File: config.mk
export PLATFORM = sky130hd
export DESIGN_NAME = seg_scan_ctrl
export DESIGN_NICKNAME = d
export VERILOG_FILES = /design/src/rtl/seg_scan_ctrl.sv
export SDC_FILE = /design/constraint.sdc
export NUM_CORES = 1
export LEC_CHECK = 0
export ABC_CLOCK_PERIOD_IN_PS = 2430
export CAP_MARGIN = 20
export CELL_PAD_IN_SITES_DETAIL_PLACEMENT = 1
export CELL_PAD_IN_SITES_GLOBAL_PLACEMENT = 1
export CORE_ASPECT_RATIO = 0.6
export CORE_MARGIN = 2
export CORE_UTILIZATION = 33
export DETAILED_ROUTE_END_ITERATION = 12
export PLACE_DENSITY = 0.74
export SYNTH_ARGS = -nofsm -noshare
export SYNTH_HDL_FRONTEND = slang
export SYNTH_SLANG_ARGS = --single-unit
File: constraint.sdc
create_clock -name clk -period 2.43 [get_ports clk]
set_input_delay 0.486 -clock clk [delete_from_list [all_inputs] [get_ports clk]]
set_output_delay 0.486 -clock clk [all_outputs]
set_load 0.01 [all_outputs]
File: src/rtl/seg_scan_ctrl.sv
// Multiplexed 8-digit seven-segment scan controller.
// Each digit owns a fixed slot of DIV cycles. The first BLANK_CYC cycles of
// every slot keep all anodes off to prevent ghosting. New display contents
// are staged in a one-entry pending buffer and applied only at frame
// boundaries, or immediately while the display is off, so a frame never tears.
//
// Update handshake: a transfer happens on any rising edge where
// upd_valid & upd_ready. The producer holds upd_data/upd_dig_en/upd_dp
// stable while upd_valid is high. upd_ready is low while the pending buffer
// is occupied.
module seg_scan_ctrl #(
   parameter int DIV       = 100000,
   parameter int BLANK_CYC = 16
) (
   input  logic        clk,
   input  logic        rst,
   input  logic        en,
   input  logic        upd_valid,
   output logic        upd_ready,
   input  logic [31:0] upd_data,
   input  logic [7:0]  upd_dig_en,
   input  logic [7:0]  upd_dp,
   output logic [7:0]  AN,
   output logic        DP,
   output logic [3:0]  dig_code,
   output logic        frame_done
);

   localparam logic [1:0] S_OFF   = 2'd0;
   localparam logic [1:0] S_BLANK = 2'd1;
   localparam logic [1:0] S_SHOW  = 2'd2;

   localparam logic [19:0] SLOT_LAST  = 20'(DIV - 1);
   localparam logic [19:0] BLANK_LAST = 20'(BLANK_CYC - 1);

   logic [1:0]  state;
   logic [19:0] cnt;
   logic [2:0]  idx;

   logic [31:0] act_data;
   logic [7:0]  act_en;
   logic [7:0]  act_dp;
   logic [31:0] pend_data;
   logic [7:0]  pend_en;
   logic [7:0]  pend_dp;
   logic        pend_full;

   logic slot_end;
   logic lit;
   logic accept;
   logic apply;

   assign slot_end   = (state == S_SHOW) && (cnt == SLOT_LAST);
   assign frame_done = slot_end && (idx == 3'd7);
   assign lit        = (state == S_SHOW) && act_en[idx];

   assign upd_ready = ~pend_full;
   assign accept    = upd_valid & ~pend_full;
   // Pending contents go live at a frame boundary, or at once while off.
   assign apply     = pend_full & (frame_done | (state == S_OFF));

   // Output decode: anode, decimal point and nibble only for a lit digit.
   always_comb begin
      AN       = 8'hFF;
      DP       = 1'b1;
      dig_code = 4'h0;
      if (lit) begin
         AN[idx]  = 1'b0;
         DP       = ~act_dp[idx];
         dig_code = act_data[{idx, 2'b00} +: 4];
      end
   end

   // Scan FSM: OFF -> BLANK -> SHOW -> BLANK ..., one slot per digit.
   always_ff @(posedge clk) begin
      if (rst || !en) begin
         state <= S_OFF;
         cnt   <= 20'd0;
         idx   <= 3'd0;
      end else begin
         case (state)
            S_OFF: begin
               state <= S_BLANK;
               cnt   <= 20'd0;
               idx   <= 3'd0;
            end
            S_BLANK: begin
               if (cnt == BLANK_LAST) begin
                  state <= S_SHOW;
               end
               cnt <= cnt + 20'd1;
            end
            S_SHOW: begin
               if (slot_end) begin
                  state <= S_BLANK;
                  cnt   <= 20'd0;
                  idx   <= idx + 3'd1;
               end else begin
                  cnt <= cnt + 20'd1;
               end
            end
            default: begin
               state <= S_OFF;
               cnt   <= 20'd0;
               idx   <= 3'd0;
            end
         endcase
      end
   end

   // Pending buffer capture and transfer to the active display registers.
   // accept needs an empty buffer and apply needs a full one, so they never
   // coincide; an update taken on a frame_done cycle waits a whole frame.
   always_ff @(posedge clk) begin
      if (rst) begin
         pend_full <= 1'b0;
         pend_data <= 32'h0;
         pend_en   <= 8'h00;
         pend_dp   <= 8'h00;
         act_data  <= 32'h0;
         act_en    <= 8'h00;
         act_dp    <= 8'h00;
      end else begin
         if (accept) begin
            pend_full <= 1'b1;
            pend_data <= upd_data;
            pend_en   <= upd_dig_en;
            pend_dp   <= upd_dp;
         end
         if (apply) begin
            pend_full <= 1'b0;
            act_data  <= pend_data;
            act_en    <= pend_en;
            act_dp    <= pend_dp;
         end
      end
   end

endmodule

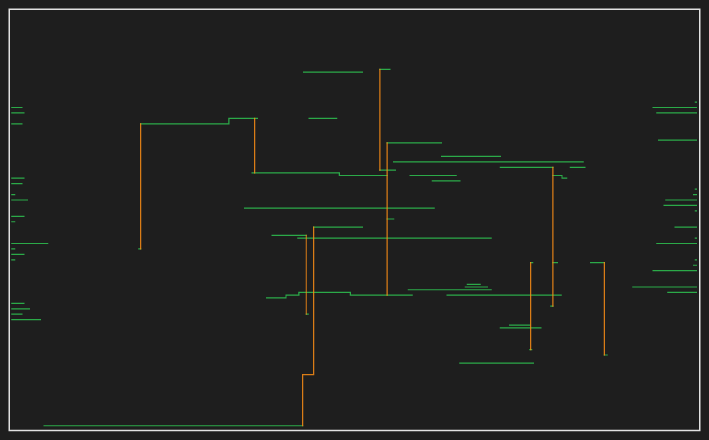
metal_stack.png
Scale: 4 px per µm. Only two layers are drawn.
met3 -> green  # wire length 676 µm
met4 -> orange  # wire length 260 µm
all-layer global routing usage: 18.0%
WL final: 15.5 mm
WL per Instance: 16.2 µm

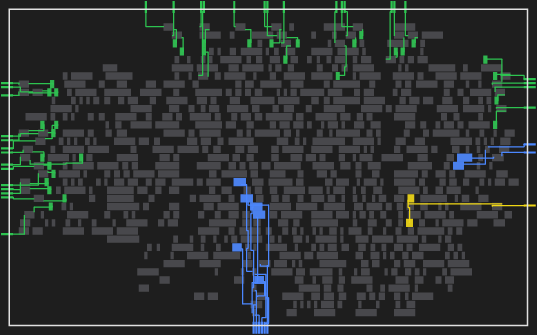
port_nets.png
Scale: 3 px per µm.
`upd_data` -> green  # bits 32, direction input, end cells 32, buffers 32, wire 501 µm
`AN` -> blue  # bits 8, direction output, end cells 8, buffers 8, wire 276 µm
`en` -> yellow  # bits 1, direction input, end cells 2, buffers 1, wire 50.3 µm
IO buf count: 66
num ports: 67

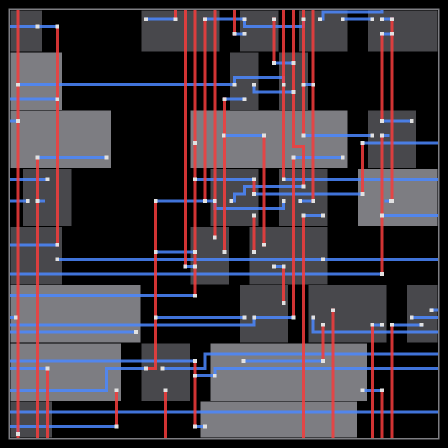
zoom.png
Region (119, 69) to (139, 89) µm. Cells in gray, sequential cells in the stronger gray; small squares are vias.
met1 -> blue
met2 -> red
sequential cells in the window = 7
netlist names of flops here include = `act_data` (6), `act_dp` (1)
cells with their middle in the window = 24
most frequent = nand2b_1 (8), dfxtp_1 (7), mux2i_1 (4)

==> how the worst min path moves through the flow <==
stage / from / end / slack, ns / cells past startpoint
3_5_place_dp: pend_data[16]$_SDFFE_PP0P_ / pend_data[16]$_SDFFE_PP0P_ / 0.45 / 2
2_1_floorplan: cnt[0]$_SDFF_PP0_ / cnt[0]$_SDFF_PP0_ / 0.43 / 1
3_3_place_gp: cnt[0]$_SDFF_PP0_ / cnt[0]$_SDFF_PP0_ / 0.44 / 1
5_1_grt: rst / pend_full$_SDFFE_PP0P_ / 0.35 / 2
4_1_cts: rst / pend_full$_SDFFE_PP0P_ / 0.31 / 2
6_report: rst / pend_full$_SDFFE_PP0P_ / 0.33 / 2
==> layout make-up <==
class                           count  area [µm²]
Sequential cell                   122        2450
Fill cell                        1855        9020
Multi-Input combinational cell    459        3070
Clock inverter                      8         118
Tap cell                          228         285
Timing Repair Buffer              108         968
Clock buffer                       22         484
Inverter                            9        33.8
==> what timing repair did <==
item,CTS,global route
setup buffers,5,5
gates resized,86,7
pin swaps,7,5
setup endpoints to repair,14,14
==> sequential cells by signal (all words and copies together), names as in the netlist <==
register	count
pend_en	8
act_data	32
act_en	8
cnt	20
act_dp	8
pend_full	1
state	2
pend_data	32
pend_dp	8
idx	3
==> metal layers <==
layer / global-route usage, % / share of wire, %
met5: 0 / 0
met4: 7.02 / 1.7
met3: 3.90 / 4.4
met2: 28.1 / 45
met1: 24.2 / 49
==> worst max-delay path: cells and delay by family (launching register included) <==
| kind | cells | cell delay [ns] |
|---|---|---|
| simple gates | 2 | 0.66 |
| flops | 1 | 0.37 |
| buf+inv | 2 | 0.34 |
| compound gates | 2 | 0.33 |
==> results.yml <==
# implementation run metrics
place:
  placed_cell_area_um2: 6650
  pre_cts_ws_ns: -0.369
  gp_congestion: 0.811
  dpl.hpwl_mm: 10.9
  dp.cells: 918
finish:
  finalInstanceArea_um2: 7420
  final_cell_mix: "dfxtp_1, nand2_1, nand2b_1, a21oi_1, mux2i_1"
  antenna_cells: 0
  layout_top_cell: "dfxtp_1"
  final_util_pct: 45.1
  fin_cells: 956
  layout-drive-gt1-share_pct: 17.4
  area_growth_pct: 32.3
  finalNetCount: 776
die:
  die_x_um: 172
  num_rows: 36
  dieArea_um2: 18100
  fp_util_pct: 34.1
  die_y_um: 105
  core_um2: 16400
timing:
  setup_violations: 12
  clock_skew_ns: 0.00757
  fmax_mhz: 383
  hold_violations: 0
  fin_hold_ws_ns: 0.326
  rsz0062_at_grt: "true"
  max-slew-margin-rel_pct: 49.9
  fin_crit_ns: 2.61
  tightestPinTransition_ns: 0.752
  final_max_slew_viol_count: 0
  setup_tns_ns: -1.05
  min_period_over_period_pct: 107
  layout_setup_ws_ns: -0.178
power_and_ir_drop:
  p_leak_nw: 2.88
  power_density_nw_per_um2: 683
  combPwrFrac_pct: 7.4
  switching_share_pct: 21.8
  top_power_group: "clock"
  clock_net_power_mw: 2.59
  p_comb_mw: 0.373
  power_mw: 5.07
  power.switching_mw: 1.11
  p_int_mw: 3.96
  seq-power_mw: 2.11
  pwr-share-seq_pct: 41.6
  power.share.clock_pct: 51.0
  ir_drop_uv: 441
synth:
  xor_share_pct: 1.72
  top_area_cell: "dfxtp_1"
  topCellsByArea: "dfxtp_1, nand2b_1, mux2i_1, nand2_1, a21oi_1"
  syn_area_um2: 5610
  synth_adder_area_share_pct: 1.56
  ys_cells: 632
  mux_share_pct: 13.0
  flop_cell: "dfxtp_1"
  synth_top_area_share_pct: 43.6
  yosysWarnings: 0
  synth-async-reset-ratio_pct: 0
  synthAoiAreaFrac_pct: 8.46
  simple_gate_share_pct: 27.9
  numSynthFlops: 122
  yosys-top-cells-count: "dfxtp_1, nand2_1, nand2b_1"
  synth_cells: 632
  syn_area_per_cell_um2: 8.87
  ys_chip_area_um2: 5610
  syn_nets: 691
  synth-edff-count: 0
  ys_types: 51
  most_common_cell: "dfxtp_1"
  synth_seq_share_pct: 43.6
  logic_family: "simple AND/OR/NAND/NOR gates"
detailed_routing:
  drc: 0
  first_pass_iters: 4
  vias: 4681
  ant_nets: 0
  viasPerCell: 4.90
  first_iter_violations: 221
critical_path:
  arrival_ns: 2.12
  path_class: "flop to output pin"
  worstPathRequired_ns: 1.94
  start_kind: "flop"
  startpoint: "idx[2]$_SDFFE_PP0P_"
  worstPathCellList: "nand3b_1 > a21boi_2 > o31ai_2 > buf_4 > or4b_1 > buf_2"
  path_max_fanout: 9
  crit_slowest_cell: "or4b_1"
  slowest_delay_ns: 0.47
  endpoint_kind: "output pin"
  reg2reg_to: "act_en[6]$_SDFFE_PP0P_"
  r2r_cells: 9
  worstReg2RegStart: "idx[0]$_SDFFE_PP0P_"
  rrSetupSlack_ns: 0.31
  critical_path.endpoint: "AN[1]"
global_route:
  antenna_found_initial: 0
  grt_pass1_wl_mm: 25.1
  grt_max_degree: 95
  grt_pass1_vias: 4958
  gr-total-overflow: 0
flow_run:
  maxCapViolCount: 0
  warning_count: 31
outcome:
  violations: "negative setup slack"
  status: "finished, violations left"
cts:
  cts_tree: "yes"
  cts_hold_buffers: 0
  clkTransAtPathRegs_ns: 0.05
  cts_sinks: 122
  cts_max_level: 4
  clock_path_buffers: 2
  insertion_delay_ns: 0.42
  cts_inserted_buffers: 17
  root_buffer: "clkbuf_16"
hold_path:
  hold_path_class: "input pin to flop"
Power is estimated from default activity; no workload was simulated.
